metal_stack.png
Bar = 50 µm. Two of the layers only.
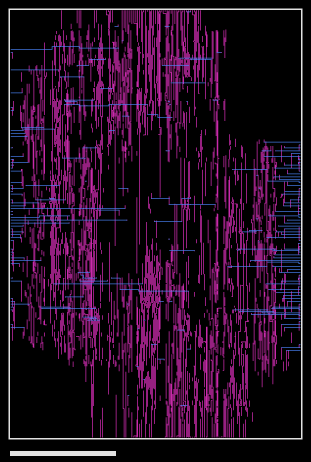
final_clocks.png
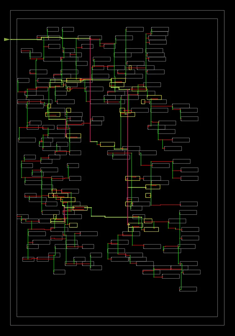
cell_classes.png
Fill, decap, tap and diode cells in grey.
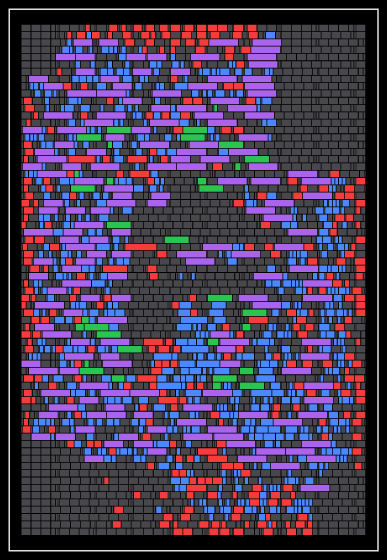
met1.png
Bar = 50 µm. Cells faint in the background.
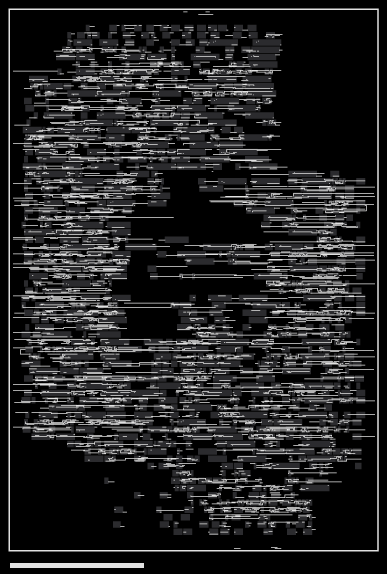
<file path="config.mk">
export PLATFORM = sky130hd
export DESIGN_NAME = mem_arbiter
export DESIGN_NICKNAME = d
export VERILOG_FILES = /design/src/rtl/mem_arbiter.sv
export SDC_FILE = /design/constraint.sdc
export NUM_CORES = 1
export LEC_CHECK = 0
export CAP_MARGIN = 20
export CELL_PAD_IN_SITES_DETAIL_PLACEMENT = 0
export CELL_PAD_IN_SITES_GLOBAL_PLACEMENT = 1
export CORE_ASPECT_RATIO = 1.5
export CORE_MARGIN = 4
export CORE_UTILIZATION = 34
export DETAILED_ROUTE_END_ITERATION = 7
export PLACE_DENSITY = 0.85
export REMOVE_ABC_BUFFERS = 1
export SYNTH_ARGS = -nofsm -noshare
export SYNTH_HDL_FRONTEND = slang
export SYNTH_SLANG_ARGS = --single-unit
</file>
<file path="constraint.sdc">
create_clock -name clk -period 3.5 [get_ports clk]
set_clock_uncertainty 0.2 [all_clocks]
set_input_delay 0.7 -clock clk [delete_from_list [all_inputs] [get_ports clk]]
set_output_delay 0.7 -clock clk [all_outputs]
set_load 0.02 [all_outputs]
</file>
<file path="src/rtl/mem_arbiter.sv">
// mem_arbiter: byte-serialising arbiter for the shared unified RAM port (IF fetch vs. MEM load/store).
// Optional build macro MEM_ARB_ROUND_ROBIN_EN: round-robin grant when IF and MEM collide in IDLE.
`timescale 1ns/1ps
module mem_arbiter #(
   parameter int ADDR_W = 32
) (
   input  logic              clk,
   input  logic              rst,
   input  logic              if_req,
   input  logic [ADDR_W-1:0] if_addr,
   output logic [31:0]       if_data,
   output logic              if_done,
   output logic              if_stall,
   input  logic              mem_req,
   input  logic              mem_we,
   input  logic [1:0]        mem_len,
   input  logic [ADDR_W-1:0] mem_addr,
   input  logic [31:0]       mem_wdata,
   output logic [31:0]       mem_rdata,
   output logic              mem_done,
   output logic              mem_stall,
   output logic [ADDR_W-1:0] ram_addr,
   output logic [7:0]        ram_dout,
   output logic              ram_wr,
   input  logic [7:0]        ram_din
);

   typedef enum logic [1:0] {
      S_IDLE   = 2'd0,
      S_IF_RD  = 2'd1,
      S_MEM_RD = 2'd2,
      S_MEM_WR = 2'd3
   } state_t;

   state_t            state_q, state_d;
   logic [2:0]        cnt_q, cnt_d;
   logic [2:0]        nbytes_q, nbytes_d;
   logic [ADDR_W-1:0] base_q, base_d;
   logic [31:0]       wdata_q, wdata_d;
   logic [31:0]       rbuf_q, rbuf_d;
   logic [31:0]       if_data_q, if_data_d;
   logic [31:0]       mem_rdata_q, mem_rdata_d;
   logic              grant_mem, grant_if;
   logic [1:0]        rd_idx;
   logic [31:0]       rd_word;
   logic [2:0]        grant_n;
`ifdef MEM_ARB_ROUND_ROBIN_EN
   logic              ptr_q, ptr_d;   // 1: IF holds priority on the next collision
`endif

   function automatic logic [2:0] len_to_n(input logic [1:0] len);
      case (len)
         2'b00:   len_to_n = 3'd1;
         2'b01:   len_to_n = 3'd2;
         default: len_to_n = 3'd4;
      endcase
   endfunction

   function automatic logic [7:0] get_byte(input logic [31:0] w, input logic [1:0] idx);
      case (idx)
         2'd0:    get_byte = w[7:0];
         2'd1:    get_byte = w[15:8];
         2'd2:    get_byte = w[23:16];
         default: get_byte = w[31:24];
      endcase
   endfunction

   function automatic logic [31:0] put_byte(input logic [31:0] w, input logic [1:0] idx,
                                            input logic [7:0] b);
      put_byte = w;
      case (idx)
         2'd0:    put_byte[7:0]   = b;
         2'd1:    put_byte[15:8]  = b;
         2'd2:    put_byte[23:16] = b;
         default: put_byte[31:24] = b;
      endcase
   endfunction

   // ram_din carries the byte addressed in the previous cycle, hence cnt-1.
   assign rd_idx  = 2'(cnt_q - 3'd1);
   assign rd_word = put_byte(rbuf_q, rd_idx, ram_din);
   assign grant_n = len_to_n(mem_len);

   always_comb begin
      grant_mem = 1'b0;
      grant_if  = 1'b0;
      if (state_q == S_IDLE && !rst) begin
`ifdef MEM_ARB_ROUND_ROBIN_EN
         grant_mem = mem_req && (!if_req || !ptr_q);
         grant_if  = if_req && !grant_mem;
`else
         grant_mem = mem_req;
         grant_if  = if_req && !mem_req;
`endif
      end
   end

   always_comb begin
      state_d     = state_q;
      cnt_d       = cnt_q;
      nbytes_d    = nbytes_q;
      base_d      = base_q;
      wdata_d     = wdata_q;
      rbuf_d      = rbuf_q;
      if_data_d   = if_data_q;
      mem_rdata_d = mem_rdata_q;
      ram_addr    = '0;
      ram_dout    = 8'd0;
      ram_wr      = 1'b0;
      if_done     = 1'b0;
      mem_done    = 1'b0;
      if_data     = if_data_q;
      mem_rdata   = mem_rdata_q;
`ifdef MEM_ARB_ROUND_ROBIN_EN
      ptr_d       = ptr_q;
`endif
      case (state_q)
         S_IDLE: begin
            // Byte 0 goes out in the grant cycle straight from the live request.
            if (grant_mem) begin
               base_d   = mem_addr;
               wdata_d  = mem_wdata;
               nbytes_d = grant_n;
               rbuf_d   = 32'd0;
               ram_addr = mem_addr;
               cnt_d    = 3'd1;
`ifdef MEM_ARB_ROUND_ROBIN_EN
               ptr_d    = 1'b1;
`endif
               if (mem_we) begin
                  ram_wr   = 1'b1;
                  ram_dout = mem_wdata[7:0];
                  if (grant_n == 3'd1) begin
                     mem_done = 1'b1;
                     cnt_d    = 3'd0;
                  end else begin
                     state_d = S_MEM_WR;
                  end
               end else begin
                  state_d = S_MEM_RD;
               end
            end else if (grant_if) begin
               base_d   = if_addr;
               nbytes_d = 3'd4;
               rbuf_d   = 32'd0;
               ram_addr = if_addr;
               cnt_d    = 3'd1;
               state_d  = S_IF_RD;
`ifdef MEM_ARB_ROUND_ROBIN_EN
               ptr_d    = 1'b0;
`endif
            end
         end
         S_IF_RD, S_MEM_RD: begin
            rbuf_d = rd_word;
            if (cnt_q == nbytes_q) begin
               state_d = S_IDLE;
               cnt_d   = 3'd0;
               if (state_q == S_IF_RD) begin
                  if_done   = 1'b1;
                  if_data   = rd_word;
                  if_data_d = rd_word;
               end else begin
                  mem_done    = 1'b1;
                  mem_rdata   = rd_word;
                  mem_rdata_d = rd_word;
               end
            end else begin
               ram_addr = base_q + ADDR_W'(cnt_q);
               cnt_d    = cnt_q + 3'd1;
            end
         end
         S_MEM_WR: begin
            ram_addr = base_q + ADDR_W'(cnt_q);
            ram_dout = get_byte(wdata_q, cnt_q[1:0]);
            ram_wr   = 1'b1;
            if (cnt_q == nbytes_q - 3'd1) begin
               mem_done = 1'b1;
               state_d  = S_IDLE;
               cnt_d    = 3'd0;
            end else begin
               cnt_d = cnt_q + 3'd1;
            end
         end
         default: state_d = S_IDLE;
      endcase
   end

   assign if_stall  = if_req && !if_done;
   assign mem_stall = mem_req && !mem_done;

   always_ff @(posedge clk) begin
      if (rst) begin
         state_q     <= S_IDLE;
         cnt_q       <= 3'd0;
         if_data_q   <= 32'd0;
         mem_rdata_q <= 32'd0;
`ifdef MEM_ARB_ROUND_ROBIN_EN
         ptr_q       <= 1'b0;
`endif
      end else begin
         state_q     <= state_d;
         cnt_q       <= cnt_d;
         if_data_q   <= if_data_d;
         mem_rdata_q <= mem_rdata_d;
`ifdef MEM_ARB_ROUND_ROBIN_EN
         ptr_q       <= ptr_d;
`endif
      end
   end

   // Latched request fields are only meaningful while a transaction is in flight.
   always_ff @(posedge clk) begin
      nbytes_q <= nbytes_d;
      base_q   <= base_d;
      wdata_q  <= wdata_d;
      rbuf_q   <= rbuf_d;
   end

endmodule

</file>
==> reports/summary.log <==
qor: logic_synthesis.synth-seq-cells 168
qor: power_and_ir_drop.power.internal 4.778 mW
qor: cells_and_area.layout.clock.cell_area_share 4.684%
qor: cells_and_area.final.signal_inverter_count 17
qor: clocking.cts.hold.buffers_added 0
qor: power_and_ir_drop.switching_power 2.863 mW
qor: routing.detail_route.iter0.violations 457
qor: logic_synthesis.mappedNetlistArea 8456 µm²
qor: sta.finalClockPeriodUsage 98.17%
qor: cells_and_area.nMultiInputCombCells 629
qor: logic_synthesis.synth_cell_type_count 54
qor: cells_and_area.most_common_cell_after_layout_fill_and_taps_aside sky130_fd_sc_hd__nand2_1
qor: logic_synthesis.synth.most_common_cell sky130_fd_sc_hd__nand2_1
qor: floorplan.initial_core_util 34.60%
qor: clocking.cts.path.max_buffers 2
qor: power_and_ir_drop.cellLeakagePower 4.816 nW
qor: clocking.h-tree-depth 4
qor: setup_path.timing.setup.critical_path_class reg2out
qor: global_route.grt_pass1_wl 41480 µm
qor: setup_path.worstSetupStartpointType flip-flop
qor: power_and_ir_drop.pwr-share-comb 40.7%
qor: cells_and_area.design.seq.count 168
qor: cells_and_area.final_cell_count_no_fill 1482
qor: routing.via_to_cell_ratio 5.150
qor: status.result_of_the_run finished, final reports clean
qor: logic_synthesis.yosys_most_used_dff sky130_fd_sc_hd__edfxtp_1
qor: floorplan.die-height 201.1 µm
qor: clocking.clock_pin_slew_on_the_worst_setup_and_hold_paths 0.07 ns
Notes on metal_stack.png above:
colour	layer	wire length
magenta	met2	13900 µm
blue	met3	1570 µm

Notes on final_clocks.png above:
number of buffers added by the clock tree synthesis step: 17
later-pin clock latency in the skew report: 0.43 ns
clock network power: 1.80 mW

Notes on cell_classes.png above:
colour	class	cells
purple	flip-flops	168
green	clock drivers and dummy loads	32
red	other buffers and delay cells	310
blue	all other logic	646

Notes on met1.png above:
main direction	horizontal
share of all routed wire	39%
nets with wire on the layer	1150

[final timing paths]
kind	start	endpoint	slack [ns]	cells past startpoint
min	if_data_q[2]	if_data_q[2]	0.27	2
max	state_q[1]	ram_addr[30]	0.06	8
min reg2reg	if_data_q[2]	if_data_q[2]	0.27	2
max reg2reg	state_q[0]	state_q[0]	0.98	11
[through the flow]
step / hold WS (ns) / area [µm²] / setup WS, ns / util (%)
final: 0.2657 / 12050 / 0.06398 / 49.30
after floorplan: 0.2380 / 8184 / -2.080 / -
after detailed placement: 0.2574 / 11510 / 0.006921 / 47.11
after global placement: 0.2510 / 11510 / 0.02583 / 47.11
after global routing: 0.2898 / 12050 / -0.07194 / 49.29
after CTS: 0.2670 / 12130 / -0.01286 / 49.65
[metal layers]
layer  track usage, %  wire length, µm  vias to the layer above
met4            5.980              563                        2
met2            33.94            13910                      251
li1                 -                -                     3709
met3            3.802             1570                       38
met5                0               13                        -
met1            22.57            10330                     3632
[critical path, delay by kind of cell (launching register included)]
family,cells,cell delay [ns]
buffers and inverters,3,0.59
AND/OR/NAND/NOR,2,0.50
flip-flops,1,0.38
adder cells (fa/ha/maj),1,0.32
AND-OR/OR-AND,2,0.30
[cells by family (layout without fill, tap and decap cells)]
family	Yosys count	after routing	share of synthesized area (%)
AND-OR/OR-AND	222	222	17.31
XOR/XNOR	34	34	3.788
other	0	2	0
buffers and inverters	83	359	3.966
multiplexers	35	35	4.158
AND/OR/NAND/NOR	322	322	16.82
flip-flops	168	168	51.49
adder cells (fa/ha/maj)	16	16	2.456
[registers in the layout, indices dropped and copies added (netlist names)]
register and flops:
base_q 32, if_data_q 32, mem_rdata_q 32, rbuf_q 32, wdata_q 32, cnt_q 3, nbytes_q 3, state_q 2
Power figures rest on the tool's default switching activity, not on a simulated workload.
